run_1/io_fan.png
Drawn at 4 px/um.
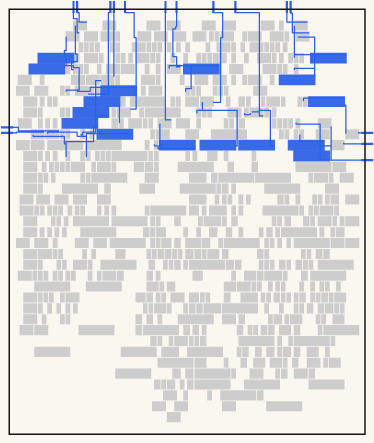
run_1/clocks.png
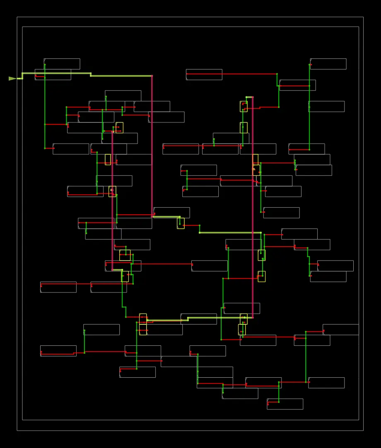
run_1/cell_density.png
Drawn at 2 px/um. 9 x 11 tiles, from dark purple (low) to yellow (high), 0 to 100% covered.
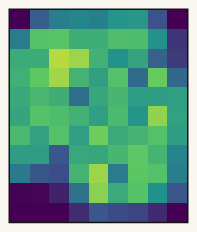
==> config.mk <==
export PLATFORM = sky130hd
export DESIGN_NAME = frame_assembler_param
export DESIGN_NICKNAME = d
export VERILOG_FILES = /design/src/rtl/frame_pkg.sv /design/src/rtl/frame_slot_counter.sv /design/src/rtl/frame_assembler_param.sv
export SDC_FILE = /design/constraint.sdc
export NUM_CORES = 1
export LEC_CHECK = 0
export ABC_AREA = 1
export CAP_MARGIN = 20
export CORE_ASPECT_RATIO = 1.2
export CORE_UTILIZATION = 40
export CTS_BUF_LIST = sky130_fd_sc_hd__clkbuf_2
export DETAILED_ROUTE_END_ITERATION = 12
export PLACE_DENSITY = 0.76
export RECOVER_POWER = 100
export SLEW_MARGIN = 20
export SYNTH_ARGS = -nofsm -noshare
export SYNTH_HDL_FRONTEND = slang
export SYNTH_SLANG_ARGS = --single-unit
==> constraint.sdc <==
create_clock -name i_clock -period 6.33 [get_ports i_clock]
set_input_delay 1.899 -clock i_clock [delete_from_list [all_inputs] [get_ports i_clock]]
set_output_delay 1.899 -clock i_clock [all_outputs]
set_load 0.01 [all_outputs]
==> src/rtl/frame_pkg.sv <==
// Shared types and defaults for the parametrised preamble/OFDM frame assembler.
// Optional inter-frame gap is enabled with the FRAME_GAP_EN macro.
package frame_pkg;

   typedef enum logic [1:0] {
      ST_IDLE   = 2'd0,
      ST_PREAMB = 2'd1,
      ST_DATA   = 2'd2,
      ST_GAP    = 2'd3
   } state_t;

   localparam int DEF_DW         = 16;
   localparam int DEF_PREAMB_LEN = 320;
   localparam int DEF_SYM_LEN    = 80;

   // Counter width for a length; never narrower than one bit.
   function automatic int cnt_w(input int len);
      return (len < 2) ? 1 : $clog2(len);
   endfunction

endpackage

==> src/rtl/frame_slot_counter.sv <==
// Sample-in-slot and symbol-in-frame counters for the frame assembler.
// Behaviour does not depend on FRAME_GAP_EN; the top selects the wrap point per state.
module frame_slot_counter
   import frame_pkg::*;
#(
   parameter int SW     = 9,
   parameter int NSYM_W = 8
) (
   input  logic              i_clock,
   input  logic              i_reset,
   input  logic              i_adv,
   input  logic              i_load,
   input  logic [SW-1:0]     i_load_val,
   input  logic              i_inc,
   input  logic [SW-1:0]     i_wrap_val,
   input  logic              i_sym_inc,
   input  logic [NSYM_W-1:0] i_sym_last,
   output logic [SW-1:0]     o_samp_cnt,
   output logic              o_last_samp,
   output logic              o_last_sym
);

   logic [SW-1:0]     r_samp;
   logic [NSYM_W-1:0] r_sym;

   always_ff @(posedge i_clock or posedge i_reset) begin
      if (i_reset) begin
         r_samp <= '0;
         r_sym  <= '0;
      end else if (i_adv) begin
         if (i_load) begin
            r_samp <= i_load_val;
            r_sym  <= '0;
         end else if (i_inc) begin
            if (o_last_samp) begin
               r_samp <= '0;
               if (i_sym_inc)
                  r_sym <= r_sym + 1'b1;
            end else begin
               r_samp <= r_samp + 1'b1;
            end
         end
      end
   end

   assign o_samp_cnt  = r_samp;
   assign o_last_samp = (r_samp == i_wrap_val);
   assign o_last_sym  = (r_sym == i_sym_last);

endmodule

==> src/rtl/frame_assembler_param.sv <==
// Streams PREAMB_LEN preamble samples then n_syms OFDM symbols per frame, one per adv.
// Define FRAME_GAP_EN to append GAP_LEN zero samples after each frame.
//
//  state     | meaning
//  ST_IDLE   | waiting for adv with nonzero n_syms; emits zeros otherwise
//  ST_PREAMB | pulling preamble samples 1..PREAMB_LEN-1
//  ST_DATA   | pulling OFDM samples, sym_cnt counts symbols
//  ST_GAP    | emitting GAP_LEN zero samples (FRAME_GAP_EN only)
module frame_assembler_param
   import frame_pkg::*;
#(
   parameter int DW         = DEF_DW,
   parameter int PREAMB_LEN = DEF_PREAMB_LEN,
   parameter int SYM_LEN    = DEF_SYM_LEN,
   parameter int NSYM_W     = 8,
   parameter int GAP_LEN    = 16
) (
   input  logic                 i_clock,
   input  logic                 i_reset,
   input  logic                 i_enable,
   input  logic                 i_ready_in,
   input  logic [NSYM_W-1:0]    i_n_syms,
   input  logic signed [DW-1:0] i_pre_i,
   input  logic signed [DW-1:0] i_pre_q,
   output logic                 o_pre_req,
   input  logic signed [DW-1:0] i_ofdm_i,
   input  logic signed [DW-1:0] i_ofdm_q,
   output logic                 o_ofdm_req,
   output logic signed [DW-1:0] o_i,
   output logic signed [DW-1:0] o_q,
   output logic                 o_sop,
   output logic                 o_eop,
   output logic                 o_sos,
   output logic                 o_busy
);

   localparam int MAX_PS  = (PREAMB_LEN > SYM_LEN) ? PREAMB_LEN : SYM_LEN;
   localparam int MAX_LEN = (MAX_PS > GAP_LEN) ? MAX_PS : GAP_LEN;
   localparam int SW      = cnt_w(MAX_LEN);

   localparam logic [SW-1:0] PRE_LAST = SW'(PREAMB_LEN - 1);
   localparam logic [SW-1:0] SYM_LAST = SW'(SYM_LEN - 1);
   localparam logic [SW-1:0] GAP_LAST = SW'(GAP_LEN - 1);

   state_t               r_state, w_next;
   logic [NSYM_W-1:0]    r_nsym_lat;
   logic signed [DW-1:0] r_i, r_q;
   logic                 r_sop, r_eop, r_sos, r_busy;

   logic                 w_adv;
   logic                 w_load, w_inc, w_sym_inc, w_nsym_ld;
   logic [SW-1:0]        w_wrap_val;
   logic [SW-1:0]        w_samp_cnt;
   logic                 w_last_samp, w_last_sym;
   logic signed [DW-1:0] w_smp_i, w_smp_q;
   logic                 w_sop, w_eop, w_sos;

   assign w_adv = i_enable & i_ready_in;

   frame_slot_counter #(
      .SW     (SW),
      .NSYM_W (NSYM_W)
   ) u_slot_cnt (
      .i_clock     (i_clock),
      .i_reset     (i_reset),
      .i_adv       (w_adv),
      .i_load      (w_load),
      .i_load_val  (SW'(1)),
      .i_inc       (w_inc),
      .i_wrap_val  (w_wrap_val),
      .i_sym_inc   (w_sym_inc),
      .i_sym_last  (r_nsym_lat - 1'b1),
      .o_samp_cnt  (w_samp_cnt),
      .o_last_samp (w_last_samp),
      .o_last_sym  (w_last_sym)
   );

   always_ff @(posedge i_clock or posedge i_reset) begin
      if (i_reset)
         r_state <= ST_IDLE;
      else
         r_state <= w_next;
   end

   always_comb begin
      w_next     = r_state;
      o_pre_req  = 1'b0;
      o_ofdm_req = 1'b0;
      w_load     = 1'b0;
      w_inc      = 1'b0;
      w_sym_inc  = 1'b0;
      w_nsym_ld  = 1'b0;
      w_wrap_val = PRE_LAST;
      w_smp_i    = '0;
      w_smp_q    = '0;
      w_sop      = 1'b0;
      w_eop      = 1'b0;
      w_sos      = 1'b0;
      case (r_state)
         ST_IDLE: begin
            // Preamble sample 0 is taken here so back-to-back frames have no bubble.
            if (w_adv && (i_n_syms != '0)) begin
               w_nsym_ld = 1'b1;
               o_pre_req = 1'b1;
               w_smp_i   = i_pre_i;
               w_smp_q   = i_pre_q;
               w_sop     = 1'b1;
               w_load    = 1'b1;
               w_next    = ST_PREAMB;
            end
         end
         ST_PREAMB: begin
            w_wrap_val = PRE_LAST;
            if (w_adv) begin
               o_pre_req = 1'b1;
               w_smp_i   = i_pre_i;
               w_smp_q   = i_pre_q;
               w_inc     = 1'b1;
               if (w_last_samp)
                  w_next = ST_DATA;
            end
         end
         ST_DATA: begin
            w_wrap_val = SYM_LAST;
            if (w_adv) begin
               o_ofdm_req = 1'b1;
               w_smp_i    = i_ofdm_i;
               w_smp_q    = i_ofdm_q;
               w_inc      = 1'b1;
               w_sym_inc  = 1'b1;
               w_sos      = (w_samp_cnt == '0);
               if (w_last_samp && w_last_sym) begin
                  w_eop = 1'b1;
`ifdef FRAME_GAP_EN
                  w_next = ST_GAP;
`else
                  w_next = ST_IDLE;
`endif
               end
            end
         end
         ST_GAP: begin
            w_wrap_val = GAP_LAST;
`ifdef FRAME_GAP_EN
            if (w_adv) begin
               w_inc = 1'b1;
               if (w_last_samp)
                  w_next = ST_IDLE;
            end
`else
            w_next = ST_IDLE;
`endif
         end
         default: w_next = ST_IDLE;
      endcase
   end

   // Disabled: everything frozen. Enabled without a request: I/Q hold, markers drop.
   always_ff @(posedge i_clock or posedge i_reset) begin
      if (i_reset) begin
         r_nsym_lat <= '0;
         r_i        <= '0;
         r_q        <= '0;
         r_sop      <= 1'b0;
         r_eop      <= 1'b0;
         r_sos      <= 1'b0;
         r_busy     <= 1'b0;
      end else begin
         r_busy <= (w_next != ST_IDLE);
         if (w_nsym_ld)
            r_nsym_lat <= i_n_syms;
         if (w_adv) begin
            r_i   <= w_smp_i;
            r_q   <= w_smp_q;
            r_sop <= w_sop;
            r_eop <= w_eop;
            r_sos <= w_sos;
         end else if (i_enable) begin
            r_sop <= 1'b0;
            r_eop <= 1'b0;
            r_sos <= 1'b0;
         end
      end
   end

   assign o_i    = r_i;
   assign o_q    = r_q;
   assign o_sop  = r_sop;
   assign o_eop  = r_eop;
   assign o_sos  = r_sos;
   assign o_busy = r_busy;

endmodule

==> flow_summary.json, run 1 <==
{
  "synthesis.area_um2": 3600,
  "p_comb_uw": 557,
  "finalSetupTns_ns": 0,
  "dp_slack_ns": 0.655,
  "synthTopCellsByCount": "nand2_1, dfrtp_1, inv_1, nor2_1, nand3_1",
  "total_power_uw": 1300,
  "violations": "capacitance limit, slew limit",
  "drc": 0,
  "wl_per_cell_um": 12.5,
  "critPathArrivalTime_ns": 3.98,
  "nets": 697,
  "vdd_drop_max_uv": 138,
  "p_int_uw": 767,
  "post_cts_resize_count": 0,
  "syn_nets": 586,
  "die_y_um": 106,
  "met2_length_um": 4760,
  "grt_pass1_wl_um": 15100,
  "run_status": "finished, violations left",
  "htreeDepth": 3,
  "hold_ws_ns": 0.497,
  "dp_hpwl_um": 6860,
  "worst_pin_slew_ns": 3.42,
  "ff2ff_path_depth": 12,
  "cts.path.max_buffers": 2,
  "die_area_um2": 9370,
  "slowest_stage": "clkdlybuf4s50_1",
  "grt_overflow": 0,
  "viasPerCell": 4.70,
  "via_count": 3458,
  "setup_viol": 0,
  "ys_top_cells_by_area": "dfrtp_1, nand2_1, inv_1",
  "critical_path_depth": 6,
  "syn-mean-instance-area_um2": 7.16,
  "layout_top_cell": "nand2_1",
  "final_cells": 735,
  "rsz0062_at_grt": "false",
  "slowest_delay_ns": 0.58,
  "diodes": 0,
  "cts_tree": "yes",
  "dpl_cell_area_um2": 4820,
  "post_synth_num_cell_types": 28,
  "edf_count": 0,
  "fin_crit_ns": 5.88,
  "ys_cells": 502,
  "drtAntennaViolNets": 0,
  "skew_ns": 0.0326,
  "hp-class": "register to register",
  "cts.sinks": 63,
  "regToRegEndpoint": "u_slot_cnt.r_sym[3]$_DFFE_PP0P_",
  "power_leader": "combinational logic",
  "setup_ws_ns": 0.450,
  "power_density_nw_per_um2": 268,
  "yosysChipArea_um2": 3600,
  "pwr-share-comb_pct": 42.8,
  "postSynthSeqShare_pct": 43.8,
  "top_cell": "nand2_1",
  "flop_cell": "dfrtp_1",
  "max_cap_violations": 2,
  "slew_violations": 81
}
## Picture notes: io_fan.png
[blue] o_i | bits: 16 | direction: output | end cells: 16 | buffers: 16 | wire: 543 um
Port Buf Inserts: 113
IO Count: 114

## Picture notes: clocks.png
CLK BUF: 11
power in the clock group: 199 uW

## Picture notes: cell_density.png
mean over tiles: 50%
tiles over 75% full: 8.1%
fullest tile: 89%
FP Util: 41.5%
core box area: 8660 um2
fin util: 56.1%

==> run 1: layer usage <==
| metal | vias to the layer above | global-route usage, % |
|---|---|---|
| li1 | 1778 | - |
| met1 | 1586 | 24.8 |
| met2 | 83 | 35.7 |
| met3 | 11 | 5.01 |
| met4 | 0 | 8.29 |
| met5 | - | 0 |
==> run 1: layout make-up <==
class	instances	area, um2	share of cell area (%)
flip-flops and latches	63	1580	32.5
multi-input cells	385	1760	36.1
clock inverters	5	25.0	0.515
repair buffers	118	1160	23.9
clock buffers	11	55.1	1.13
inverters	36	138	2.83
well taps	117	146	3.01
==> run 1: kinds of logic after synthesis <==
logic type / Yosys count / share of synthesized area (%)
fa+ha+maj: 8 / 2.78
simple gates: 328 / 37.5
buf+inv: 54 / 6.51
flops: 63 / 43.8
xor+xnor: 12 / 2.92
compound gates: 37 / 6.47
run_1/flops_by_reg.png
Drawn at 4 px/um. Other sequential cells in the stronger grey, the rest of the logic in the fainter grey.
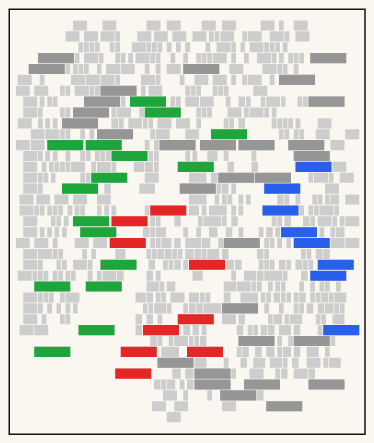

--- run 2 (diff from run 1) ---
--- a/config.mk
+++ b/config.mk
@@ -8,12 +8,13 @@
 export ABC_AREA = 1
 export CAP_MARGIN = 20
 export CORE_ASPECT_RATIO = 1.2
+export CORE_MARGIN = 3
 export CORE_UTILIZATION = 40
-export CTS_BUF_LIST = sky130_fd_sc_hd__clkbuf_2
 export DETAILED_ROUTE_END_ITERATION = 12
-export PLACE_DENSITY = 0.76
+export PLACE_DENSITY = 0.73
 export RECOVER_POWER = 100
 export SLEW_MARGIN = 20
 export SYNTH_ARGS = -nofsm -noshare
 export SYNTH_HDL_FRONTEND = slang
+export SYNTH_HIERARCHICAL = 1
 export SYNTH_SLANG_ARGS = --single-unit
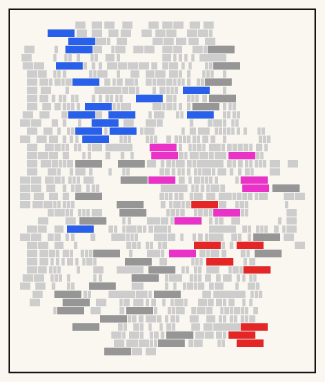
run_2/flops_by_reg.png
Drawn at 3 px/um. Other sequential cells in the stronger grey, the rest of the logic in the fainter grey.
[blue] o_q | sequential cells: 16
[red] u_slot_cnt/r_sym | sequential cells: 8
[magenta] u_slot_cnt/o_samp_cnt | sequential cells: 9 | where: middle
not coloured: 30
sequential cell area share: 27.1%
register area: 1580 um2

==> flow_summary.json, run 2 <==
{
  "io_pins": 114,
  "crit_path_start_kind": "primary input",
  "core_area_um2": 10600,
  "warnings": 29,
  "rsz0062_at_grt": "false",
  "worst_pin_slew_ns": 2.07,
  "dp_slack_ns": 0.768,
  "post_synth_num_cell_types": 31,
  "utilization_pct": 54.7,
  "diodes": 0,
  "vdd_drop_max_uv": 128,
  "edf_count": 0,
  "drc": 0,
  "slew_violations": 80,
  "lay_top_cells": "nand2_1, clkdlybuf4s50_1, dfrtp_1",
  "globalRouteMet3Util_pct": 4.50,
  "dp_hpwl_um": 8500,
  "grt_overflow": 0,
  "port_buffers": 113,
  "route.met3.wl_um": 736,
  "wl_per_cell_um": 13.6,
  "setup_viol": 0,
  "yosysChipArea_um2": 4380,
  "drtAntennaViolNets": 0,
  "via_count": 4311,
  "syn-mean-instance-area_um2": 7.19,
  "grtUsageMet1_pct": 24.5,
  "ys_top_cells_by_area": "dfrtp_1, nand2_1, a22o_1",
  "hold_depth": 2,
  "grt_pass1_vias": 4159,
  "met2_length_um": 5970,
  "total_power_uw": 1960,
  "flop_cell": "dfrtp_1",
  "cts.sinks": 63,
  "grt_pass1_wl_um": 19200,
  "end_kind": "output port",
  "cts_tree": "yes",
  "max_clock_freq_mhz": 177,
  "hp-class": "register to register",
  "cts.path.max_buffers": 2,
  "regToRegEndpoint": "u_slot_cnt/r_sym[1]$_DFFE_PP0P_",
  "synthTopCellsByCount": "nand2_1, dfrtp_1, inv_1, nand4_1, a22o_1",
  "fin_crit_ns": 5.65,
  "ff2ff_path_depth": 11,
  "ys_async_sr_fraction_pct": 100,
  "setup_ws_ns": 0.675,
  "power_density_nw_per_um2": 337,
  "synthesis.area_um2": 4380,
  "skew_ns": 0.00454,
  "max_cap_violations": 2,
  "die_area_um2": 12200,
  "top_cell": "nand2_1",
  "dpl_cell_area_um2": 5550,
  "final_cells": 857,
  "use_met2_pct": 32.7,
  "die_y_um": 121,
  "crit_path_cell_trace": "dlygate4sd3_1 -> nand2_1 -> clkinv_4 -> nand2_1 -> inv_1 -> dlygate4sd3_1",
  "relSlewSlack_pct": -39.0,
  "critPathArrivalTime_ns": 3.76,
  "layout_top_cell": "nand2_1",
  "slowest_delay_ns": 0.60,
  "nets": 807,
  "ys_cells": 609,
  "fp-utilization_pct": 41.2,
  "final_area_um2": 5810,
  "period_used_pct": 89.3,
  "slowest_stage": "dlygate4sd3_1",
  "busiest_layer": "met2",
  "run_status": "finished, violations left",
  "final-hold-violation-count": 0,
  "violations": "capacitance limit, slew limit",
  "viasPerCell": 5.03,
  "finalSetupTns_ns": 0,
  "post_cts_resize_count": 0,
  "htreeDepth": 3,
  "met1Wirelength_um": 4720,
  "hold_ws_ns": 0.472,
  "wl_um": 11700,
  "postSynthSeqShare_pct": 36.0
}
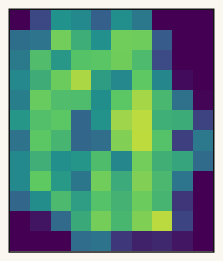
run_2/cell_density.png
Drawn at 2 px/um. 10 x 12 tiles, from dark purple (low) to yellow (high), 0 to 100% covered.
fullest tile: 90%
emptiest ninth of the die: top right
nearly empty tiles: 15%
mean over tiles: 46%
tiles over 75% full: 17%

## run 2: report_power, final
part	internal (uW)	switching [uW]	total, uW
clock network	321	170	491
registers	519	120	639
logic	376	451	827
total	1220	741	1960
## run 2: cell families after synthesis
kind of cell	share of synthesized area [%]
compound gates	10.7
xor+xnor	4.80
fa+ha+maj	2.00
buf+inv	12.9
flops	36.0
other cells	0.171
simple gates	33.4
## run 2: worst max-delay path, delay by kind of cell
kind                   cells  cell delay [ns]
buffers and inverters      4             1.48
and+or+nand+nor            2             0.37
## run 2: layout make-up
class / instances / area [um2]
sequential: 63 / 1580
inverter: 87 / 333
timing repair buffer: 118 / 1160
fill: 997 / 4810
clock inverter: 4 / 45.0
clock buffer: 11 / 253
multi-input combinational: 445 / 2280
tap: 129 / 161
run_2/clocks.png
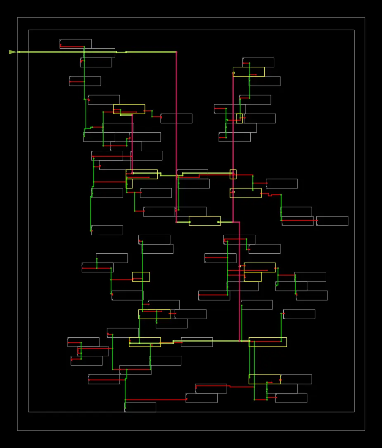

--- run 3 (diff from run 2) ---
--- a/config.mk
+++ b/config.mk
@@ -12,7 +12,7 @@
 export CORE_UTILIZATION = 40
 export DETAILED_ROUTE_END_ITERATION = 12
 export PLACE_DENSITY = 0.73
-export RECOVER_POWER = 100
+export SKIP_LAST_GASP = 1
 export SLEW_MARGIN = 20
 export SYNTH_ARGS = -nofsm -noshare
 export SYNTH_HDL_FRONTEND = slang
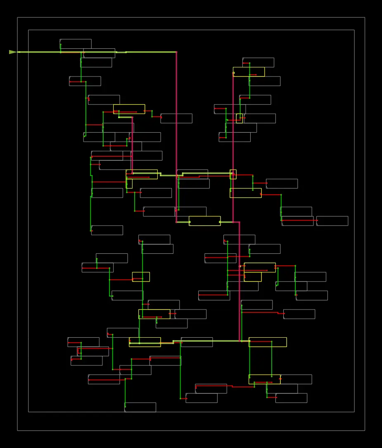
run_3/clocks.png
power in the clock group: 493 uW
Sinks on Clock Net: 63

==> flow_summary.json, run 3 <==
{
  "diodes": 0,
  "via_count": 4311,
  "htreeDepth": 3,
  "cts_tree": "yes",
  "synth_xor_xnor_area_share_pct": 4.80,
  "pwr-share-comb_pct": 43.1,
  "die_area_um2": 12200,
  "synth_adder_area_share_pct": 2.00,
  "fill_cells": 989,
  "top_cell": "nand2_1",
  "ff2ff_path_depth": 11,
  "port_buffers": 113,
  "warnings": 29,
  "viasPerCell": 5.03,
  "crit_path_start_kind": "primary input",
  "max_cap_violations": 0,
  "use_met2_pct": 32.7,
  "pwr-share-seq_pct": 32.2,
  "core_area_um2": 10600,
  "ys_top_cells_by_area": "dfrtp_1, nand2_1, a22o_1",
  "globalRouteMet3Util_pct": 4.50,
  "period_used_pct": 87.9,
  "logic_family": "simple AND/OR/NAND/NOR gates",
  "setup_viol": 0,
  "lay_top_cells": "nand2_1, clkdlybuf4s50_1, dfrtp_1",
  "slew_violations": 0,
  "grt_pass1_wl_um": 19200,
  "met1Wirelength_um": 4730,
  "relSlewSlack_pct": 36.9,
  "power_density_nw_per_um2": 341,
  "drc": 0,
  "run_status": "finished, final reports clean",
  "ys_cells": 609,
  "regToRegEndpoint": "u_slot_cnt/r_sym[1]$_DFFE_PP0P_",
  "aoi_share_pct": 10.7,
  "yosysChipArea_um2": 4380,
  "mux_share_pct": 0,
  "slowest_delay_ns": 0.57,
  "hold_ws_ns": 0.472,
  "fp-utilization_pct": 41.2,
  "fin_crit_ns": 5.56,
  "clock_power_share_pct": 24.7,
  "critical_path_depth": 8,
  "layout_top_cell": "nand2_1"
}
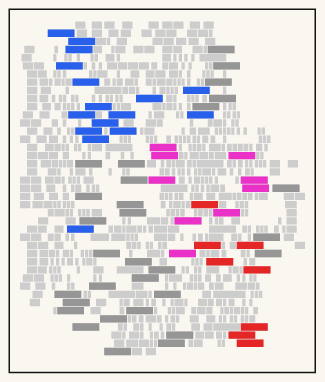
run_3/flops_by_reg.png
Drawn at 3 px/um. Other sequential cells in the stronger grey, the rest of the logic in the fainter grey.
[red] u_slot_cnt/r_sym | sequential cells: 8
[blue] o_q | sequential cells: 16
[magenta] u_slot_cnt/o_samp_cnt | sequential cells: 9 | where: middle
not coloured: 30

[run 3: cell counts after synthesis]
Identical to the previous run, type by type.
[run 3: layout make-up]
class,instances,area [um2],share of cell area [%]
clock buffer,11,253,4.32
clock inverter,4,45.0,0.770
inverter,87,333,5.69
multi-input combinational,445,2320,39.6
sequential,63,1580,26.9
tap,129,161,2.76
timing repair buffer,118,1170,20.0
[run 3: power groups by stage]
stage / combinational, uW / sequential, uW / clock (uW)
after floorplan: 567 / 639 / 0
after global placement: 834 / 640 / 0
after detailed placement: 854 / 644 / 0
after CTS: 863 / 641 / 503
after global routing: 960 / 660 / 521
final: 859 / 641 / 493
[run 3: per-stage QoR]
step,total power [uW],area (um2)
floorplan,1210,4450
global placement,1470,5550
detailed placement,1500,5550
CTS,2010,5850
global route,2140,5850
finish,1990,5850

## Gallery

Selected gate families.
Drawn at 4 px/um.
Plate I
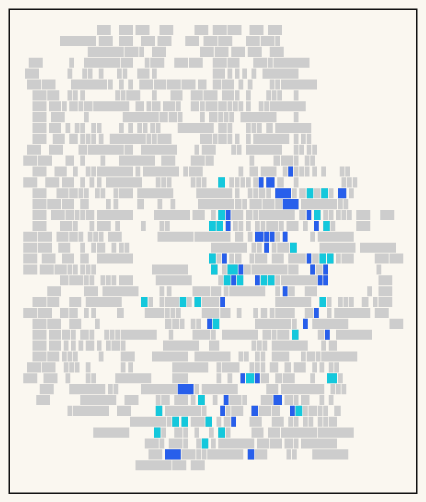
Plate II
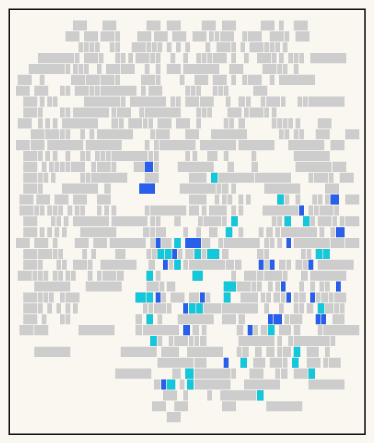
Run 1 is Plate II.
Run 2 is Plate I.
- most cells: Plate I
- largest die: Plate I

Key to Plate II:
[cyan] inverting AOI/OAI gates | cells: 34 | most used: o21ai_0
[blue] NOR gates | cells: 28 | most used: nor2_1

Power is estimated from default activity; no workload was simulated.
